===== src/rtl/spi_target_sync.sv =====
// spi_target_sync
// Clock-synchronous SPI target (mode 0, CPOL=0/CPHA=0, LSB first). The SPI pins
// are oversampled in the clk domain, so no logic runs on sclk; clk must be at
// least 4x the sclk frequency.
//
// Ports
//   clk, rst            system clock, synchronous active-high reset
//   sclk, cs, mosi      SPI pins from the master (cs active low)
//   miso, miso_oe       return data and its output enable
//   rx_data/valid/ready received word, valid/ready handshake
//   tx_data/valid/ready word for the next frame, loaded into a holding register
//   frame_err           1-clk pulse: cs rose before DATA_W bits were seen
//   overrun             1-clk pulse: completed word dropped, rx_valid still set
//   underrun            1-clk pulse: frame started with the holding register empty
module spi_target_sync #(
    parameter int DATA_W      = 12,
    parameter int SYNC_STAGES = 2
) (
    input  logic              clk,
    input  logic              rst,
    input  logic              sclk,
    input  logic              cs,
    input  logic              mosi,
    output logic              miso,
    output logic              miso_oe,
    output logic [DATA_W-1:0] rx_data,
    output logic              rx_valid,
    input  logic              rx_ready,
    input  logic [DATA_W-1:0] tx_data,
    input  logic              tx_valid,
    output logic              tx_ready,
    output logic              frame_err,
    output logic              overrun,
    output logic              underrun
);

    localparam int CNT_W = $clog2(DATA_W + 1);

    typedef enum logic [1:0] {
        IDLE     = 2'd0,
        ACTIVE   = 2'd1,
        WAIT_END = 2'd2
    } state_t;

    // Input synchronisers plus one history flop for edge detection
    logic [SYNC_STAGES-1:0] sclk_sync_q, sclk_sync_d;
    logic [SYNC_STAGES-1:0] cs_sync_q, cs_sync_d;
    logic [SYNC_STAGES-1:0] mosi_sync_q, mosi_sync_d;
    logic                   sclk_prev_q, cs_prev_q;

    logic sclk_s, cs_s, mosi_s;
    logic sclk_rise, sclk_fall, cs_rise, cs_fall;

    state_t            state_q, state_d;
    logic [CNT_W-1:0]  bit_cnt_q, bit_cnt_d;
    logic [DATA_W-1:0] rx_sh_q, rx_sh_d;
    logic [DATA_W-1:0] tx_sh_q, tx_sh_d;
    logic [DATA_W-1:0] hold_q, hold_d;
    logic              hold_full_q, hold_full_d;
    logic              deliver_q, deliver_d;
    logic [DATA_W-1:0] rx_data_q, rx_data_d;
    logic              rx_valid_q, rx_valid_d;
    logic              frame_err_q, frame_err_d;
    logic              overrun_q, overrun_d;
    logic              underrun_q, underrun_d;
    logic              miso_oe_q, miso_oe_d;

    always_comb begin
        sclk_sync_d = {sclk_sync_q[SYNC_STAGES-2:0], sclk};
        cs_sync_d   = {cs_sync_q[SYNC_STAGES-2:0], cs};
        mosi_sync_d = {mosi_sync_q[SYNC_STAGES-2:0], mosi};
    end

    assign sclk_s    = sclk_sync_q[SYNC_STAGES-1];
    assign cs_s      = cs_sync_q[SYNC_STAGES-1];
    assign mosi_s    = mosi_sync_q[SYNC_STAGES-1];
    assign sclk_rise = sclk_s & ~sclk_prev_q;
    assign sclk_fall = ~sclk_s & sclk_prev_q;
    assign cs_rise   = cs_s & ~cs_prev_q;
    assign cs_fall   = ~cs_s & cs_prev_q;

    // Frame FSM, shift registers, tx holding register and rx delivery
    always_comb begin
        state_d     = state_q;
        bit_cnt_d   = bit_cnt_q;
        rx_sh_d     = rx_sh_q;
        tx_sh_d     = tx_sh_q;
        hold_d      = hold_q;
        hold_full_d = hold_full_q;
        deliver_d   = 1'b0;
        rx_data_d   = rx_data_q;
        rx_valid_d  = rx_valid_q;
        frame_err_d = 1'b0;
        overrun_d   = 1'b0;
        underrun_d  = 1'b0;
        miso_oe_d   = miso_oe_q;

        // Loads only into an empty register, so it never collides with the
        // frame-start consume below.
        if (tx_valid && !hold_full_q) begin
            hold_d      = tx_data;
            hold_full_d = 1'b1;
        end

        unique case (state_q)
            IDLE: begin
                if (cs_fall) begin
                    state_d   = ACTIVE;
                    bit_cnt_d = '0;
                    miso_oe_d = 1'b1;
                    if (hold_full_q) begin
                        tx_sh_d     = hold_q;
                        hold_full_d = 1'b0;
                    end else begin
                        tx_sh_d    = '0;
                        underrun_d = 1'b1;
                    end
                end
            end
            ACTIVE: begin
                // cs rise has priority over a coincident sclk rise.
                if (cs_rise) begin
                    frame_err_d = 1'b1;
                    state_d     = IDLE;
                    miso_oe_d   = 1'b0;
                end else begin
                    if (sclk_fall) begin
                        tx_sh_d = tx_sh_q >> 1;
                    end
                    if (sclk_rise) begin
                        rx_sh_d   = {mosi_s, rx_sh_q[DATA_W-1:1]};
                        bit_cnt_d = bit_cnt_q + CNT_W'(1);
                        if (bit_cnt_q == CNT_W'(DATA_W - 1)) begin
                            state_d   = WAIT_END;
                            deliver_d = 1'b1;
                        end
                    end
                end
            end
            WAIT_END: begin
                if (cs_rise) begin
                    state_d   = IDLE;
                    miso_oe_d = 1'b0;
                end
            end
            default: state_d = IDLE;
        endcase

        // A handshake in the delivery cycle frees the slot for the new word.
        if (rx_valid_q && rx_ready) begin
            rx_valid_d = 1'b0;
        end
        if (deliver_q) begin
            if (!rx_valid_q || rx_ready) begin
                rx_data_d  = rx_sh_q;
                rx_valid_d = 1'b1;
            end else begin
                overrun_d = 1'b1;
            end
        end
    end

    // Control state. The synchronised cs resets low so that a high cs pin
    // produces a rise event and leaves the reset WAIT_END state, while a low
    // cs pin (frame in progress) is ignored until it genuinely rises.
    // miso_oe resets low and is only raised by a frame start, so a partial
    // frame seen at reset release is never driven.
    always_ff @(posedge clk) begin
        if (rst) begin
            sclk_sync_q <= '0;
            cs_sync_q   <= '0;
            sclk_prev_q <= 1'b0;
            cs_prev_q   <= 1'b0;
            state_q     <= WAIT_END;
            bit_cnt_q   <= '0;
            hold_full_q <= 1'b0;
            deliver_q   <= 1'b0;
            rx_data_q   <= '0;
            rx_valid_q  <= 1'b0;
            frame_err_q <= 1'b0;
            overrun_q   <= 1'b0;
            underrun_q  <= 1'b0;
            miso_oe_q   <= 1'b0;
        end else begin
            sclk_sync_q <= sclk_sync_d;
            cs_sync_q   <= cs_sync_d;
            sclk_prev_q <= sclk_s;
            cs_prev_q   <= cs_s;
            state_q     <= state_d;
            bit_cnt_q   <= bit_cnt_d;
            hold_full_q <= hold_full_d;
            deliver_q   <= deliver_d;
            rx_data_q   <= rx_data_d;
            rx_valid_q  <= rx_valid_d;
            frame_err_q <= frame_err_d;
            overrun_q   <= overrun_d;
            underrun_q  <= underrun_d;
            miso_oe_q   <= miso_oe_d;
        end
    end

    // Datapath registers; their contents only matter once qualified by control.
    always_ff @(posedge clk) begin
        mosi_sync_q <= mosi_sync_d;
        rx_sh_q     <= rx_sh_d;
        tx_sh_q     <= tx_sh_d;
        hold_q      <= hold_d;
    end

    assign miso      = (state_q == ACTIVE) ? tx_sh_q[0] : 1'b0;
    assign miso_oe   = miso_oe_q;
    assign rx_data   = rx_data_q;
    assign rx_valid  = rx_valid_q;
    assign tx_ready  = ~hold_full_q;
    assign frame_err = frame_err_q;
    assign overrun   = overrun_q;
    assign underrun  = underrun_q;

endmodule


===== config.mk =====
export PLATFORM = sky130hd
export DESIGN_NAME = spi_target_sync
export DESIGN_NICKNAME = d
export VERILOG_FILES = /design/src/rtl/spi_target_sync.sv
export SDC_FILE = /design/constraint.sdc
export NUM_CORES = 1
export LEC_CHECK = 0
export CORE_UTILIZATION = 40
export DETAILED_ROUTE_END_ITERATION = 12
export RECOVER_POWER = 50
export SYNTH_ARGS = -nofsm -noshare
export SYNTH_HDL_FRONTEND = slang
export SYNTH_SLANG_ARGS = --single-unit

===== constraint.sdc =====
create_clock -name clk -period 5.45 [get_ports clk]
set_clock_uncertainty 0.2 [all_clocks]
set_input_delay 0.8175 -clock clk [delete_from_list [all_inputs] [get_ports clk]]
set_output_delay 0.8175 -clock clk [all_outputs]
set_load 0.01 [all_outputs]

Figure 1. The metal 1 layer.
The bar under the picture is 20 µm long. Supply wires on this layer in gray.
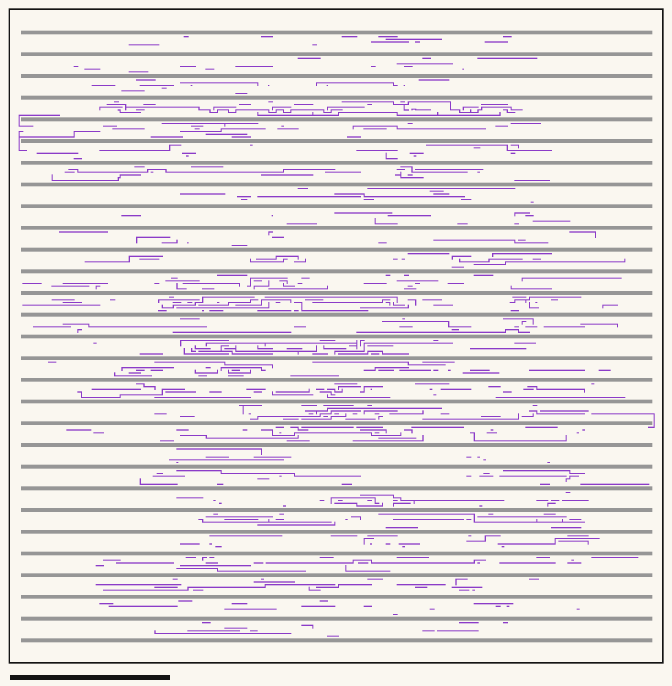
The longest straight run is 18.9 µm. The wires run mostly horizontal.
Total Routed Length: 4.03 mm
GR Util met1: 18.1%

Figure 2. The metal 2 layer.
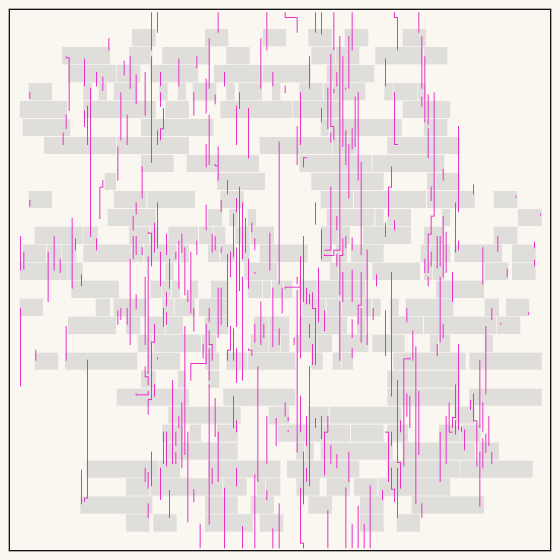
The longest straight run is 32.3 µm. The wires run mostly vertical. The layer holds 43% of the routed length. 219 nets have wire on it.
vias: 1,515
met2 usage: 20.2%

Figure 3. Metal 3.
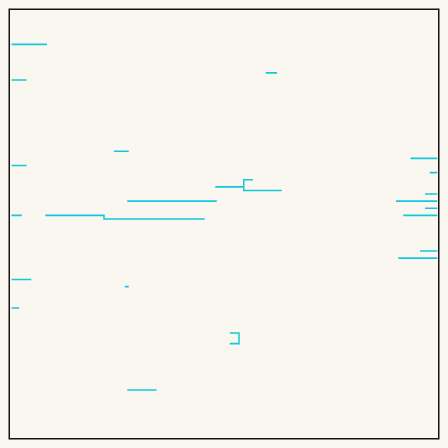
The layer holds 3.2% of the routed length. 17 nets have wire on it. The wires run mostly horizontal. The layer carries 131 µm of wire.
met3 usage: 4.33%

==> impl_metrics.csv <==
group,metric,value,unit
status,status,"complete, no violations",
final_timing,final-max-slew-violation-count,0,
setup_path,crit_start,"state_q[1]$_SDFFE_PP1P_",
logic_synthesis,logic_family,"simple AND/OR/NAND/NOR gates",
floorplan,die_width,81.7,µm
power,p_comb_share,9.4,%
drt,met2_length,1.74,mm
min_path,hold_class,"flip-flop to flip-flop",
drt,routedWlPerCell,12.7,µm
setup_path,cpLargestDelayFamily,"adder cells",
min_path,holdPathStages,0,
final_timing,hold_viol_final,0,
power,p_per_area,340,nW/µm²
cells_and_area,fill_cells,534,
clocking,cts_buffer_depth,2,
grt,antenna_found_initial,0,
floorplan,nWellTaps,75,
final_timing,tightest_slew,1020,ps
cells_and_area,final_nets,259,
drt,drtIter0Drc,66,
setup_path,r2r_slack,2850,ps
setup_path,reg2reg_from,"state_q[1]$_SDFFE_PP1P_",
power,power_leakage,1.26,nW
drt,drc,0,
clocking,clock_tree.root_cell,"clkbuf_8",
setup_path,cp_num_buf_inv,2,
placed_design,port_buffers,37,
placed_design,dp_hpwl,2.68,mm
grt,grt_max_degree,24,
logic_synthesis,yosys-stat-cells,192,
final_timing,rsz0062_at_grt,"no",
logic_synthesis,synthArstFlopShare,0,%
flow_run,cap_violations,0,
cells_and_area,largest_class,"registers",
setup_path,cp-end-kind,"output pin",
cells_and_area,sh_comb_area,22.9,%
setup_path,cpMaxStageDelayCell,"ha_1",
power,power,1.08,mW
setup_path,worstPathRequired,4430,ps
power,pg_comb,0.101,mW
cells_and_area,signal_buffers,40,
logic_synthesis,edf_count,36,
cells_and_area,drive_gt1_share,7.47,%
drt,ant_nets,0,
cells_and_area,seq_cells,69,
logic_synthesis,ys_sh_xor,0,%
placed_design,postPlaceCellArea,2990,µm²
clocking,path_clk_slew,70,ps
power,pg_seq,0.578,mW
drt,viasPerCell,4.79,
final_timing,setup_slack,2270,ps
setup_path,crit_path_start_kind,"flip-flop",
logic_synthesis,syn_inst,192,
logic_synthesis,compound_area_share,9.11,%
logic_synthesis,fp_nets,215,
power,clkPwrFrac,37.0,%
cells_and_area,mi_logic_area,727,µm²
power,maxPowerGroup,"registers",
final_timing,slew_headroom,31.8,%
floorplan,ioPinCount,38,
cells_and_area,inverters,9,
setup_path,worstPathMaxFanout,23,
cells_and_area,clock_buffers,12,
power,power_switching,0.240,mW
final_timing,fin_crit,3180,ps
final_timing,setup_viol,0,
cells_and_area,regArea,1740,µm²
flow_run,warnings,28,
clocking,cts_hold_buf,0,
cells_and_area,postLayoutCellArea,3170,µm²
power,power_frac_seq,53.6,%
Figure 4. Congestion heat map.
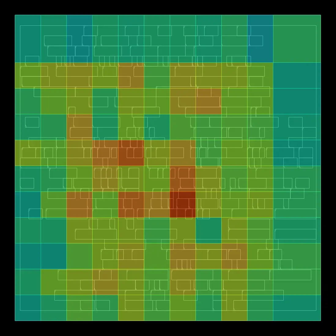
Final Util: 52.7%
GRT Max-Usage Layer: met2
GRT Util Overall: 13.7%

Figure 5. Placed cells, one color a class.
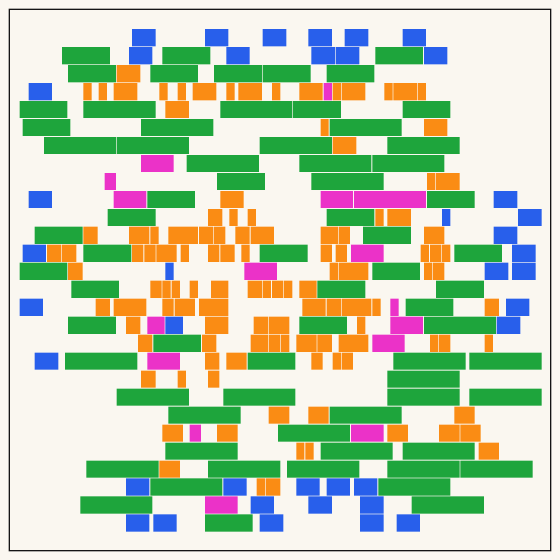
sequential cells: drawn in green, cells 69, share of their area 57%. clock drivers and dummy loads: drawn in magenta, cells 16, share of their area 6.3%. remaining buffers and delay cells: drawn in blue, cells 40, share of their area 13%. combinational and other logic: drawn in orange, cells 116, share of their area 25%.

[kinds of logic after synthesis]
family / Yosys count
simple gates: 55
compound gates: 32
flops: 69
mux: 16
fa+ha+maj: 4
buf+inv: 16
[flip-flops by register name, indices dropped and copies added, names as in the netlist, 4 cells and up]
| register | flops |
|---|---|
| hold_q | 12 |
| rx_sh_q | 12 |
| rx_data | 12 |
| tx_sh_q | 12 |
| bit_cnt_q | 4 |
[synth_stat cells (3+ instances only)]
master    count  area (µm²)
nor2b_1       8        50.1
a22o_1       10        87.6
nand2_1       9        33.8
ha_1          4        50.1
clkbuf_1      4        15.0
o21ai_0       5        25.0
nand2b_1      6        37.5
edfxtp_1     36        1080
nor2_1       18        67.6
dfxtp_1      33         661
a21oi_1       5        25.0
inv_1         8        30.0
mux2i_1      16         160
o21ai_1       3        15.0
nor3_1        4        20.0
No activity file was given, so power comes from the tool's default toggle rates.
